[src/rtl/eth_mem_bridge_if.sv]
// Bus bundle for eth_mem_bridge: rx beats, tx beats and the memory port.
// The master view belongs to the bridge, the slave view to its environment.
interface eth_mem_bridge_if #(
    parameter int LINE_BEATS = 4,
    parameter int ADDR_W     = 26
);
    logic [63:0]              rxq_bits;
    logic [7:0]               rxq_aux_bits;
    logic                     rxq_val;
    logic                     rxq_rdy;
    logic [63:0]              txq_bits;
    logic [7:0]               txq_aux_bits;
    logic                     txq_val;
    logic                     txq_rdy;
    logic                     mem_req_val;
    logic                     mem_req_rdy;
    logic                     mem_req_rw;
    logic [ADDR_W-1:0]        mem_req_addr;
    logic [64*LINE_BEATS-1:0] mem_req_data;
    logic                     mem_resp_val;
    logic [64*LINE_BEATS-1:0] mem_resp_data;

    modport master (
        input  rxq_bits, rxq_aux_bits, rxq_val,
        output rxq_rdy,
        output txq_bits, txq_aux_bits, txq_val,
        input  txq_rdy,
        output mem_req_val, mem_req_rw,
        output mem_req_addr, mem_req_data,
        input  mem_req_rdy,
        input  mem_resp_val, mem_resp_data
    );

    modport slave (
        output rxq_bits, rxq_aux_bits, rxq_val,
        input  rxq_rdy,
        input  txq_bits, txq_aux_bits, txq_val,
        output txq_rdy,
        input  mem_req_val, mem_req_rw,
        input  mem_req_addr, mem_req_data,
        output mem_req_rdy,
        output mem_resp_val, mem_resp_data
    );
endinterface

[src/rtl/eth_mem_bridge.sv]
// Ethernet-framed memory bridge: parses load/store command frames,
// issues one line request at a time and frames the reply back out.
module eth_mem_bridge #(
    parameter int          LINE_BEATS = 4,
    parameter int          ADDR_W     = 26,
    parameter logic [15:0] ETH_TYPE   = 16'h8888,
    parameter logic [47:0] MAC_SRC    = 48'h010203040506,
    parameter logic [47:0] MAC_DST    = 48'hffffffffffff
) (
    input  logic                clk,
    input  logic                reset,
    eth_mem_bridge_if.master    bus,
    output logic [15:0]         drop_cnt
);
    localparam int OFF = $clog2(8 * LINE_BEATS);
    localparam int CW  = $clog2(LINE_BEATS + 1);
    localparam int BW  = (LINE_BEATS > 1) ? $clog2(LINE_BEATS) : 1;

    typedef enum logic [2:0] {
        RX_HDR, RX_CMD, RX_DATA, RX_ISSUE, RX_DRAIN
    } rx_t;

    typedef enum logic [2:0] {
        TX_IDLE, TX_WAIT, TX_HDR1, TX_HDR2, TX_BODY
    } tx_t;

    rx_t                      r_rx;
    tx_t                      r_tx;
    logic                     r_beat1;
    logic [CW-1:0]            r_wcnt;
    logic                     r_rw;
    logic [15:0]              r_tag;
    logic [ADDR_W-1:0]        r_addr;
    logic [64*LINE_BEATS-1:0] r_line;
    logic [BW-1:0]            r_k;
    logic [15:0]              r_drop;

    logic                     w_rx_fire;
    logic                     w_tx_fire;
    logic                     w_req_fire;
    logic                     w_last;
    logic                     w_cmd_ok;
    logic                     w_more;
    logic [CW-1:0]            w_wcnt_nxt;
    logic                     w_pending;
    logic                     w_drop;
    logic [ADDR_W-1:0]        w_laddr;
    logic [63:0]              w_word;
    logic [63:0]              w_tx_bits;
    logic [7:0]               w_tx_aux;
    logic                     w_unused;

    assign w_rx_fire  = bus.rxq_val && bus.rxq_rdy;
    assign w_tx_fire  = bus.txq_val && bus.txq_rdy;
    assign w_req_fire = (r_rx == RX_ISSUE) && bus.mem_req_rdy;
    assign w_last     = bus.rxq_aux_bits[6];
    assign w_cmd_ok   = (bus.rxq_bits[15:1] == 15'd0);
    assign w_more     = r_rw && (r_wcnt < CW'(LINE_BEATS));
    assign w_wcnt_nxt = r_wcnt + (w_more ? CW'(1) : CW'(0));
    assign w_pending  = r_rw && (w_wcnt_nxt < CW'(LINE_BEATS));
    assign w_laddr    = ADDR_W'({32'd0, bus.rxq_bits[63:32]} >> OFF);
    assign w_unused   = ^{bus.rxq_aux_bits[7], bus.rxq_aux_bits[5:0]};

    // Hold off a new frame until the previous reply has fully left.
    assign bus.rxq_rdy = (r_rx != RX_ISSUE) &&
                         !((r_rx == RX_HDR) && !r_beat1 &&
                           (r_tx != TX_IDLE));

    assign bus.mem_req_val  = (r_rx == RX_ISSUE);
    assign bus.mem_req_rw   = r_rw;
    assign bus.mem_req_addr = r_addr;
    assign bus.mem_req_data = r_line;

    assign bus.txq_val = (r_tx == TX_HDR1) || (r_tx == TX_HDR2) ||
                         (r_tx == TX_BODY);
    assign bus.txq_bits     = w_tx_bits;
    assign bus.txq_aux_bits = w_tx_aux;
    assign drop_cnt         = r_drop;

    // Decide whether the beat being accepted condemns the current frame.
    always_comb begin
        w_drop = 1'b0;
        if (w_rx_fire) begin
            case (r_rx)
                RX_HDR:
                    w_drop = w_last ||
                             (r_beat1 && (bus.rxq_bits[47:32] != ETH_TYPE));
                RX_CMD:
                    w_drop = !w_cmd_ok || (bus.rxq_bits[0] && w_last);
                RX_DATA:
                    w_drop = w_last && w_pending;
                default:
                    w_drop = 1'b0;
            endcase
        end
    end

    // Receive FSM and saturating drop counter.
    always_ff @(posedge clk) begin
        if (reset) begin
            r_rx    <= RX_HDR;
            r_beat1 <= 1'b0;
            r_wcnt  <= '0;
            r_rw    <= 1'b0;
            r_tag   <= '0;
            r_addr  <= '0;
            r_drop  <= '0;
        end else begin
            if (w_drop && (r_drop != 16'hffff))
                r_drop <= r_drop + 16'd1;
            if (w_rx_fire) begin
                case (r_rx)
                    RX_HDR: begin
                        if (w_drop) begin
                            r_beat1 <= 1'b0;
                            r_rx    <= w_last ? RX_HDR : RX_DRAIN;
                        end else if (!r_beat1) begin
                            r_beat1 <= 1'b1;
                        end else begin
                            r_beat1 <= 1'b0;
                            r_rx    <= RX_CMD;
                        end
                    end
                    RX_CMD: begin
                        if (w_drop) begin
                            r_rx <= w_last ? RX_HDR : RX_DRAIN;
                        end else begin
                            r_rw   <= bus.rxq_bits[0];
                            r_tag  <= bus.rxq_bits[31:16];
                            r_addr <= w_laddr;
                            r_wcnt <= '0;
                            r_rx   <= w_last ? RX_ISSUE : RX_DATA;
                        end
                    end
                    RX_DATA: begin
                        r_wcnt <= w_wcnt_nxt;
                        if (w_last)
                            r_rx <= w_drop ? RX_HDR : RX_ISSUE;
                    end
                    RX_DRAIN: begin
                        if (w_last)
                            r_rx <= RX_HDR;
                    end
                    default: r_rx <= r_rx;
                endcase
            end
            if (w_req_fire)
                r_rx <= RX_HDR;
        end
    end

    // Line buffer: store data on the way in, load data on the way back.
    always_ff @(posedge clk) begin
        if (reset) begin
            r_line <= '0;
        end else if ((r_tx == TX_WAIT) && bus.mem_resp_val) begin
            r_line <= bus.mem_resp_data;
        end else if ((r_rx == RX_DATA) && w_rx_fire && w_more) begin
            for (int i = 0; i < LINE_BEATS; i++)
                if (r_wcnt == CW'(i))
                    r_line[i*64 +: 64] <= bus.rxq_bits;
        end
    end

    // Transmit FSM: advances only on a sent beat once the reply is ready.
    always_ff @(posedge clk) begin
        if (reset) begin
            r_tx <= TX_IDLE;
            r_k  <= '0;
        end else begin
            case (r_tx)
                TX_IDLE:
                    if (w_req_fire)
                        r_tx <= r_rw ? TX_HDR1 : TX_WAIT;
                TX_WAIT:
                    if (bus.mem_resp_val)
                        r_tx <= TX_HDR1;
                TX_HDR1:
                    if (w_tx_fire)
                        r_tx <= TX_HDR2;
                TX_HDR2:
                    if (w_tx_fire) begin
                        r_k  <= '0;
                        r_tx <= r_rw ? TX_IDLE : TX_BODY;
                    end
                TX_BODY:
                    if (w_tx_fire) begin
                        if (r_k == BW'(LINE_BEATS - 1))
                            r_tx <= TX_IDLE;
                        else
                            r_k <= r_k + BW'(1);
                    end
                default: r_tx <= TX_IDLE;
            endcase
        end
    end

    // Select the outgoing beat and its flags from the tx state.
    always_comb begin
        w_word = '0;
        for (int i = 0; i < LINE_BEATS; i++)
            if (r_k == BW'(i))
                w_word = r_line[i*64 +: 64];
        w_tx_bits = '0;
        w_tx_aux  = '0;
        case (r_tx)
            TX_HDR1: begin
                w_tx_bits = {MAC_SRC[15:0], MAC_DST};
                w_tx_aux  = 8'h07;
            end
            TX_HDR2: begin
                w_tx_bits = {r_tag, ETH_TYPE, MAC_SRC[47:16]};
                w_tx_aux  = r_rw ? 8'h47 : 8'h07;
            end
            TX_BODY: begin
                w_tx_bits = w_word;
                w_tx_aux  = (r_k == BW'(LINE_BEATS - 1)) ? 8'h47 : 8'h07;
            end
            default: begin
                w_tx_bits = '0;
                w_tx_aux  = '0;
            end
        endcase
    end
endmodule
[src/flat_wrapper.sv]
// flat-port wrapper written by rule: the top's interface ports become plain ports
module eth_mem_bridge_flat 
#(
    parameter int          LINE_BEATS = 4,
    parameter int          ADDR_W     = 26,
    parameter logic [15:0] ETH_TYPE   = 16'h8888,
    parameter logic [47:0] MAC_SRC    = 48'h010203040506,
    parameter logic [47:0] MAC_DST    = 48'hffffffffffff
)
  (clk, reset, drop_cnt, bus_rxq_bits, bus_rxq_aux_bits, bus_rxq_val, bus_rxq_rdy, bus_txq_bits, bus_txq_aux_bits, bus_txq_val, bus_txq_rdy, bus_mem_req_val, bus_mem_req_rw, bus_mem_req_addr, bus_mem_req_data, bus_mem_req_rdy, bus_mem_resp_val, bus_mem_resp_data);
  eth_mem_bridge_if #(.LINE_BEATS(LINE_BEATS), .ADDR_W(ADDR_W)) bus_i ();
  input  logic clk;
  input  logic reset;
  output logic [15:0] drop_cnt;
  input wire logic [$bits(bus_i.rxq_bits)-1:0] bus_rxq_bits;
  input wire logic [$bits(bus_i.rxq_aux_bits)-1:0] bus_rxq_aux_bits;
  input wire logic [$bits(bus_i.rxq_val)-1:0] bus_rxq_val;
  output wire logic [$bits(bus_i.rxq_rdy)-1:0] bus_rxq_rdy;
  output wire logic [$bits(bus_i.txq_bits)-1:0] bus_txq_bits;
  output wire logic [$bits(bus_i.txq_aux_bits)-1:0] bus_txq_aux_bits;
  output wire logic [$bits(bus_i.txq_val)-1:0] bus_txq_val;
  input wire logic [$bits(bus_i.txq_rdy)-1:0] bus_txq_rdy;
  output wire logic [$bits(bus_i.mem_req_val)-1:0] bus_mem_req_val;
  output wire logic [$bits(bus_i.mem_req_rw)-1:0] bus_mem_req_rw;
  output wire logic [$bits(bus_i.mem_req_addr)-1:0] bus_mem_req_addr;
  output wire logic [$bits(bus_i.mem_req_data)-1:0] bus_mem_req_data;
  input wire logic [$bits(bus_i.mem_req_rdy)-1:0] bus_mem_req_rdy;
  input wire logic [$bits(bus_i.mem_resp_val)-1:0] bus_mem_resp_val;
  input wire logic [$bits(bus_i.mem_resp_data)-1:0] bus_mem_resp_data;
  assign bus_i.rxq_bits = bus_rxq_bits;
  assign bus_i.rxq_aux_bits = bus_rxq_aux_bits;
  assign bus_i.rxq_val = bus_rxq_val;
  assign bus_rxq_rdy = bus_i.rxq_rdy;
  assign bus_txq_bits = bus_i.txq_bits;
  assign bus_txq_aux_bits = bus_i.txq_aux_bits;
  assign bus_txq_val = bus_i.txq_val;
  assign bus_i.txq_rdy = bus_txq_rdy;
  assign bus_mem_req_val = bus_i.mem_req_val;
  assign bus_mem_req_rw = bus_i.mem_req_rw;
  assign bus_mem_req_addr = bus_i.mem_req_addr;
  assign bus_mem_req_data = bus_i.mem_req_data;
  assign bus_i.mem_req_rdy = bus_mem_req_rdy;
  assign bus_i.mem_resp_val = bus_mem_resp_val;
  assign bus_i.mem_resp_data = bus_mem_resp_data;
  eth_mem_bridge #(.LINE_BEATS(LINE_BEATS), .ADDR_W(ADDR_W), .ETH_TYPE(ETH_TYPE), .MAC_SRC(MAC_SRC), .MAC_DST(MAC_DST)) u_core (.clk(clk), .reset(reset), .bus(bus_i), .drop_cnt(drop_cnt));
endmodule
[config.mk]
export PLATFORM = sky130hd
export DESIGN_NAME = eth_mem_bridge_flat
export DESIGN_NICKNAME = d
export VERILOG_FILES = /design/src/rtl/eth_mem_bridge_if.sv /design/src/rtl/eth_mem_bridge.sv /design/src/flat_wrapper.sv
export SDC_FILE = /design/constraint.sdc
export NUM_CORES = 1
export LEC_CHECK = 0
export CAP_MARGIN = 15
export CORE_AREA = 2 2 277 279
export DETAILED_ROUTE_END_ITERATION = 12
export DIE_AREA = 0 0 279 281
export GPL_ROUTABILITY_DRIVEN = 0
export PLACE_DENSITY = 0.52
export SLEW_MARGIN = 40
export SYNTH_ARGS = -nofsm -noshare
export SYNTH_HDL_FRONTEND = slang
export SYNTH_SLANG_ARGS = --single-unit
[constraint.sdc]
create_clock -name clk -period 3.79 [get_ports clk]
set_input_delay 0.758 -clock clk [delete_from_list [all_inputs] [get_ports clk]]
set_output_delay 0.758 -clock clk [all_outputs]
set_load 0.02 [all_outputs]
**Run 1: placed standard cells**

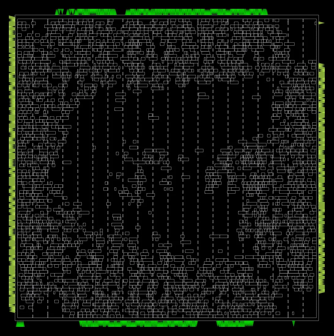
Final Non-Filler Cells: 3655
row count: 101

**Run 1: placement by cell class**

Scale: 1 px per um.
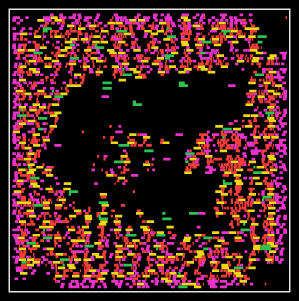
legend:
  remaining buffers and delay cells:
    colour: magenta
    cells: 771
    share_of_their_area: 31%
  registers:
    colour: yellow
    cells: 327
    share_of_their_area: 25%
  remaining logic cells:
    colour: red
    cells: 1494
    share_of_their_area: 38%
  clock drivers and dummy loads:
    colour: green
    cells: 81
    share_of_their_area: 5.6%
Post-Route Utilization: 35.9%
cell area after layout: 27100 sq um
register share of the cell area: 24.2%

==> flow_summary.yaml, run 1 <==
# physical design summary
status:
  status: "completed"
timing:
  timing.final.setup_violations: 0
  slew_headroom_pct: 44.3
  final.setup.worst_slack_ns: 0.0745
  timing_hold_violations_final: 0
  fin_crit_ns: 3.72
  setup_skew_after_layout_ns: 0.0223
  maxSlewViolCount: 0
  worstMarginPinSlew_ns: 0.836
worst_setup_path:
  timing.critical_path.from: "u_core.r_tx[2]"
  crit_path_max_fanout: 23
  worstSetupStartpointType: "register"
  slowest_delay_ns: 0.61
  ff2ff_path_depth: 9
  worstPathRequired_ns: 3.03
  timing.critical_path.max_delay_family: "buffers and inverters"
  cp_num_buf_inv: 4
  worst_setup_path_end_kind: "output port"
  cp.depth: 6
  timing.rr.start: "u_core.bus.mem_req_rw"
  crit_path_arrival_time_ns: 2.96
  max_stage_delay_cell_worst_path: "sky130_fd_sc_hd__clkdlybuf4s50_1"
routing:
  detail_route.wirelength.met1_um: 38000
  met3_length_um: 7230
  route.detailed.drc: 0
  number_of_detailed_route_iterations_in_the_first_pass: 5
  highest-signal-layer: "met5"
power_and_ir_drop:
  power_top_consumer: "the clock network"
  share_clk_of_total_power_pct: 38.5
  share_comb_of_total_power_pct: 25.1
  clock_net_power_mw: 4.27
  power.density_cell_area_nw_per_um2: 410
  p_switching_mw: 3.51
  sequential_cell_fraction_of_total_power_pct: 36.4
  power.leakage_nw: 10.7
  report.power.total_mw: 11.1
  sw_frac_of_total_pct: 31.7
  vdd_drop_max_mv: 0.374
  power_attributed_to_sequential_cells_mw: 4.04
synth:
  ys_async_sr_fraction_pct: 0
  top_post_synthesis_cells_by_area: "sky130_fd_sc_hd__dfxtp_1 38%, sky130_fd_sc_hd__mux2i_1 17%, sky130_fd_sc_hd__a211oi_1 11%"
  synth_cell_type_count: 57
  synth.top_cells.by_count: "327 x sky130_fd_sc_hd__dfxtp_1, 324 x sky130_fd_sc_hd__nor2_1, 299 x sky130_fd_sc_hd__mux2i_1"
  synth-edff-count: 0
  netlist_instances: 2020
  synth.avg_cell_area_sq_um: 8.52
  yosys_area_sq_um: 17200
  synth_compound_gate_area_share_pct: 21.5
  synthMuxAreaShare_pct: 17.5
  ff_type: "sky130_fd_sc_hd__dfxtp_1"
  post-synth-top-area-cell: "sky130_fd_sc_hd__dfxtp_1"
run:
  max_cap_violations: 0
clocking:
  holdBufCountCts: 0
  cts_buffer_depth: 3
  tritoncts_num_sinks: 327
  cts_resized: 30
  clock_insertion_delay_worst_skew_ns: 0.57
  cts_tree: "done"
  cts-buffers-inserted: 45
floorplanning:
  die_height_um: 281
  dieWidth_um: 279
  die_area_sq_um: 78400
  design.core.area_sq_um: 75400
  floorplan.core_util_pct: 22.8
place:
  io_buffers: 696
  dp_slack_ns: 0.130
  postPlaceCellArea_sq_um: 25300
  dp_hpwl_um: 63300
grt:
  grt_antenna_before_repair: 10
  grt.busiest_layer: "met2"
  global_route.overflow_total: 0
  grt_pass1_wl_um: 129000
  gr-usage-met2_pct: 37.6
  grt_max_degree: 202
  gr-usage-met1_pct: 27.2
layout:
  fin_nets: 2980
  fillers: 7709
  number_of_flip_flops_under_the_largest_register_name: 256
  drive_above_1_share_pct: 6.58
  layout_top_cells_excl_fill_tap: "665 x sky130_fd_sc_hd__clkdlybuf4s50_1, 323 x sky130_fd_sc_hd__dfxtp_1, 321 x sky130_fd_sc_hd__nor2_1"
  final_layout_top_logic_cell: "sky130_fd_sc_hd__clkdlybuf4s50_1"
min_path:
  path_class_of_the_lowest_slack_min_delay_path: "register to register"
  min_from: "u_core.bus.mem_req_addr[11]"
  min_delay_worst_endpoint: "u_core.bus.mem_req_addr[11]"
  hold-path-cell-count: 2
**Run 1: wiring by layer**

Scale: 1.5 px per um. Only two layers are drawn.
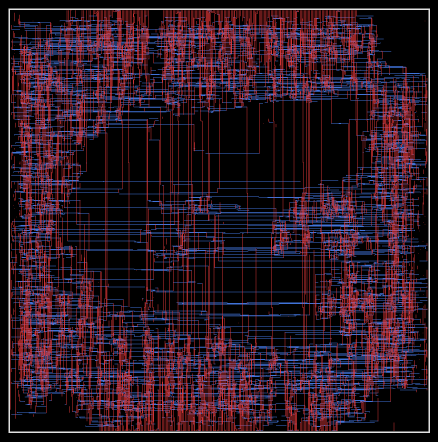
legend:
  M1:
    colour: blue
    wire_length: 38.0 mm
  M2:
    colour: red
    wire_length: 43.9 mm
total wirelength of the detailed-routed design: 91300 um
detailed-route via count: 18500
global-route total usage across every layer: 22.1%
wire per inst: 25.0 um

==> run 1: cell type report <==
| type | count | area, sq um | share of cell area (%) |
|---|---|---|---|
| Clock buffer | 65 | 1300 | 4.81 |
| Sequential cell | 327 | 6550 | 24.2 |
| Multi-Input combinational cell | 1483 | 9880 | 36.5 |
| Tap cell | 978 | 1220 | 4.52 |
| Antenna cell | 4 | 10.0 | 0.0370 |
| Timing Repair Buffer | 771 | 7900 | 29.2 |
| Clock inverter | 16 | 153 | 0.564 |
| Inverter | 11 | 41.3 | 0.153 |
==> run 1: tightest hold or removal path: stages, from the launching register on <==
cell	delay, ns
sky130_fd_sc_hd__dfxtp_1	0.31
sky130_fd_sc_hd__nand2b_1	0.07
sky130_fd_sc_hd__mux2i_1	0.06
**Run 1: metal 3**

Scale: 1.5 px per um.
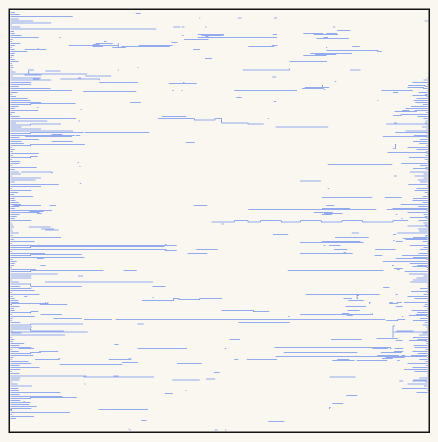

==> run 2, diff against run 1 <==
Settings changed: CORE_AREA 2 2 277 279 to 2 2 279 281, DIE_AREA 0 0 279 281 to 0 0 281 283, DONT_BUFFER_PORTS from default to 1, PLACE_DENSITY 0.52 to 0.4.
**Run 2: metal 3**

Scale: 1.5 px per um.
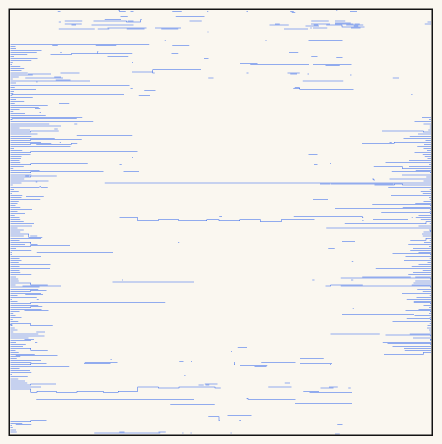
nets with wire on the layer: 368
share of all routed wire: 8.3%
main direction: horizontal
longest straight run: 217 um
wire length on this layer: 6750 um
detailed-route via count: 15400
met3 demand-to-capacity share in global routing: 6.15%
total wirelength of the detailed-routed design: 81700 um

**Run 2: placement by cell class**

Scale: 1 px per um.
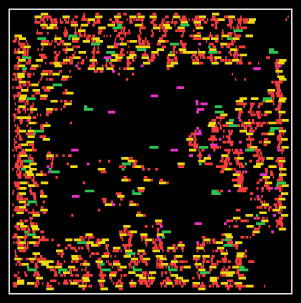
legend:
  clock drivers and dummy loads:
    colour: green
    cells: 77
    share_of_their_area: 7.5%
  remaining buffers and delay cells:
    colour: magenta
    cells: 52
    share_of_their_area: 3.1%
  remaining logic cells:
    colour: red
    cells: 1493
    share_of_their_area: 54%
  registers:
    colour: yellow
    cells: 327
    share_of_their_area: 36%
register share of the cell area: 33.3%
row count: 102

==> run 2 against run 1 <==
Core utilization down 10 points; power down 12%; register-to-register slack better by 0.33 ns.
==> flow_summary.yaml, run 2 <==
# physical design summary
timing:
  rsz0062_at_grt: "no"
  achievable-frequency_mhz: 281
  timing_hold_violations_final: 0
  final.setup.worst_slack_ns: 0.231
  fin_crit_ns: 3.56
  slew_headroom_pct: 45.1
  setup_skew_after_layout_ns: 0.0205
  maxSlewViolCount: 0
  fin_worst_hold_slack_ns: 0.248
  worstMarginPinSlew_ns: 0.824
  timing.final.setup_violations: 0
  layout_worst_path_cycle_share_pct: 93.9
  setup_tns_after_final_layout_ns: 0
clocking:
  cts-buffers-inserted: 44
  cts.repair_timing.setup_buffer_count: 0
  cts_tree: "done"
  cts_resized: 0
  clk_transition_reported_paths_ns: 0.06
  cts_buffer_depth: 3
  clock_insertion_delay_worst_skew_ns: 0.58
  tritoncts_num_sinks: 327
  cts_root_buf: "sky130_fd_sc_hd__clkbuf_16"
  htreeDepth: 2
  holdBufCountCts: 0
routing:
  highest-signal-layer: "met5"
  vias_per_cell: 5.14
  wire_per_inst_um: 27.3
  detail_route.wirelength.met1_um: 32700
  route.detailed.drc: 0
  detailroute.wirelength.met2_um: 40400
  final_antenna_net_count: 0
  detail_route.iter0.violations: 877
  met3_length_um: 6750
  number_of_detailed_route_iterations_in_the_first_pass: 5
worst_setup_path:
  cp.depth: 7
  slowest_delay_ns: 0.47
  reg2reg_to: "u_core.bus.mem_req_addr[2]"
  worst_setup_path_end_kind: "output port"
  worstPathRequired_ns: 3.03
  timing.critical_path.from: "u_core.r_k[1]"
  cp_num_buf_inv: 2
  critical_path_class: "register to output port"
  timing.critical_path.max_delay_family: "AND-OR/OR-AND gates"
  crit_path_arrival_time_ns: 2.80
  setup.reg_to_reg.worst_slack_ns: 0.97
  critical_path.endpoint: "bus_txq_bits[20]"
  crit_path_max_fanout: 58
  critical_path.cell_chain: "inv_1 -> ha_4 -> buf_12 -> nor2_1 -> a21oi_1 -> o21ai_0 -> a221o_1"
  max_stage_delay_cell_worst_path: "sky130_fd_sc_hd__ha_4"
  worstSetupStartpointType: "register"
  timing.rr.start: "u_core.bus.mem_req_rw"
  ff2ff_path_depth: 9
synth:
  synth.cellmix.xorXnorShare_pct: 0.102
  yosys_area_sq_um: 17200
  top_post_synthesis_cells_by_area: "sky130_fd_sc_hd__dfxtp_1 38%, sky130_fd_sc_hd__mux2i_1 17%, sky130_fd_sc_hd__a211oi_1 11%"
  synth.avg_cell_area_sq_um: 8.52
  post-synth-top-area-cell: "sky130_fd_sc_hd__dfxtp_1"
  synth-edff-count: 0
  synth.logic.top_family: "AND-OR/OR-AND gates"
  synth.cellmix.simpleShare_pct: 17.0
  post_synth_fa_ha_maj_area_fraction_pct: 0.509
  synthMuxAreaShare_pct: 17.5
  ys_seq_share_pct: 38.0
  synth_compound_gate_area_share_pct: 21.5
  synth_largest_type_area_fraction_pct: 38.0
  synth_cell_type_count: 57
  synth.cell_area_sq_um: 17200
  yosys-stat-cells: 2020
  synth.top_cells.by_count: "327 x sky130_fd_sc_hd__dfxtp_1, 324 x sky130_fd_sc_hd__nor2_1, 299 x sky130_fd_sc_hd__mux2i_1"
  yosysWarningCount: 0
  synth_flops: 327
  ff_type: "sky130_fd_sc_hd__dfxtp_1"
  netlist_instances: 2020
  ys_async_sr_fraction_pct: 0
  yosysMostFrequentCell: "sky130_fd_sc_hd__dfxtp_1"
grt:
  global_route.overflow_total: 0
  gr-usage-met2_pct: 34.2
  grt_usage_pct: 19.7
  grt_pass1_wl_um: 116000
  gr-usage-met1_pct: 23.3
  first_global_vias: 15300
  grt_antenna_before_repair: 3
  grt.busiest_layer: "met2"
  grt_max_degree: 374
layout:
  fin_nets: 2259
  finalInstanceArea_sq_um: 19700
  insertedDiodeCount: 0
  post-route-util_pct: 25.7
  area_growth_pct: 14.4
  final_layout_top_logic_cell: "sky130_fd_sc_hd__dfxtp_1"
  drive_above_1_share_pct: 7.03
  layout_top_cells_excl_fill_tap: "327 x sky130_fd_sc_hd__dfxtp_1, 322 x sky130_fd_sc_hd__nor2_1, 299 x sky130_fd_sc_hd__mux2i_1"
  fillers: 8324
  number_of_flip_flops_under_the_largest_register_name: 256
run:
  max_cap_violations: 0
  warning_count: 42
place:
  dp_hpwl_um: 57600
  io_buffers: 0
  dp_slack_ns: 0.253
  postPlaceCellArea_sq_um: 18300
  placed_cells_incl_taps: 2912
min_path:
  path_class_of_the_lowest_slack_min_delay_path: "primary input to register"
  min_from: "reset"
  hold-path-cell-count: 1
  min_delay_worst_endpoint: "u_core.bus.mem_req_data[163]"
status:
  status: "completed"
power_and_ir_drop:
  vdd_drop_max_mv: 0.285
  report.power.total_mw: 9.73
  power.density_cell_area_nw_per_um2: 494
  power.leakage_nw: 7.66
floorplanning:
  die_area_sq_um: 79500
  floorplan.core_util_pct: 22.4
  boundaryPins: 708
  dieWidth_um: 281
  die_height_um: 283
**Run 2: placed standard cells**

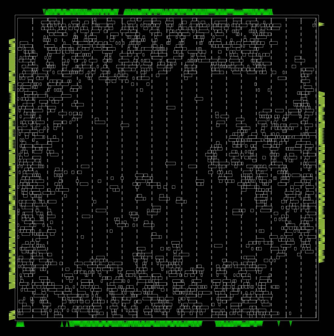
area of the core: 76700 sq um
Flop Count: 327
Final Non-Filler Cells: 2989

## run 2: cell counts after synthesis
Identical to the previous run, type by type.
## run 2: logic make-up (layout without fill, tap and decap cells)
family                     after synthesis  after routing
other                                    1              4
and+or+nand+nor                        636            636
DFF                                    327            327
AOI/OAI and AO/OA                      533            533
buffers and inverters                  214            140
xor gates and xnor gates                 2              2
muxes                                  300            300
adders and majority gates                7              7
## run 2: layout make-up
cell class,count,area (sq um),share of cell area (%)
clock buffers,64,1280,6.49
clock inverters,13,110,0.560
inverters,11,41.3,0.210
multi-input cells,1482,9840,50.0
flip-flops and latches,327,6550,33.3
well taps,1040,1300,6.61
repair buffers,52,561,2.85
## run 2: report_power, final
group | switching, mW | internal, mW
clock network | 1.73 | 2.34
logic | 0.694 | 0.465
registers | 0.750 | 3.74
total | 3.18 | 6.55
Power and IR drop assume default switching activity.
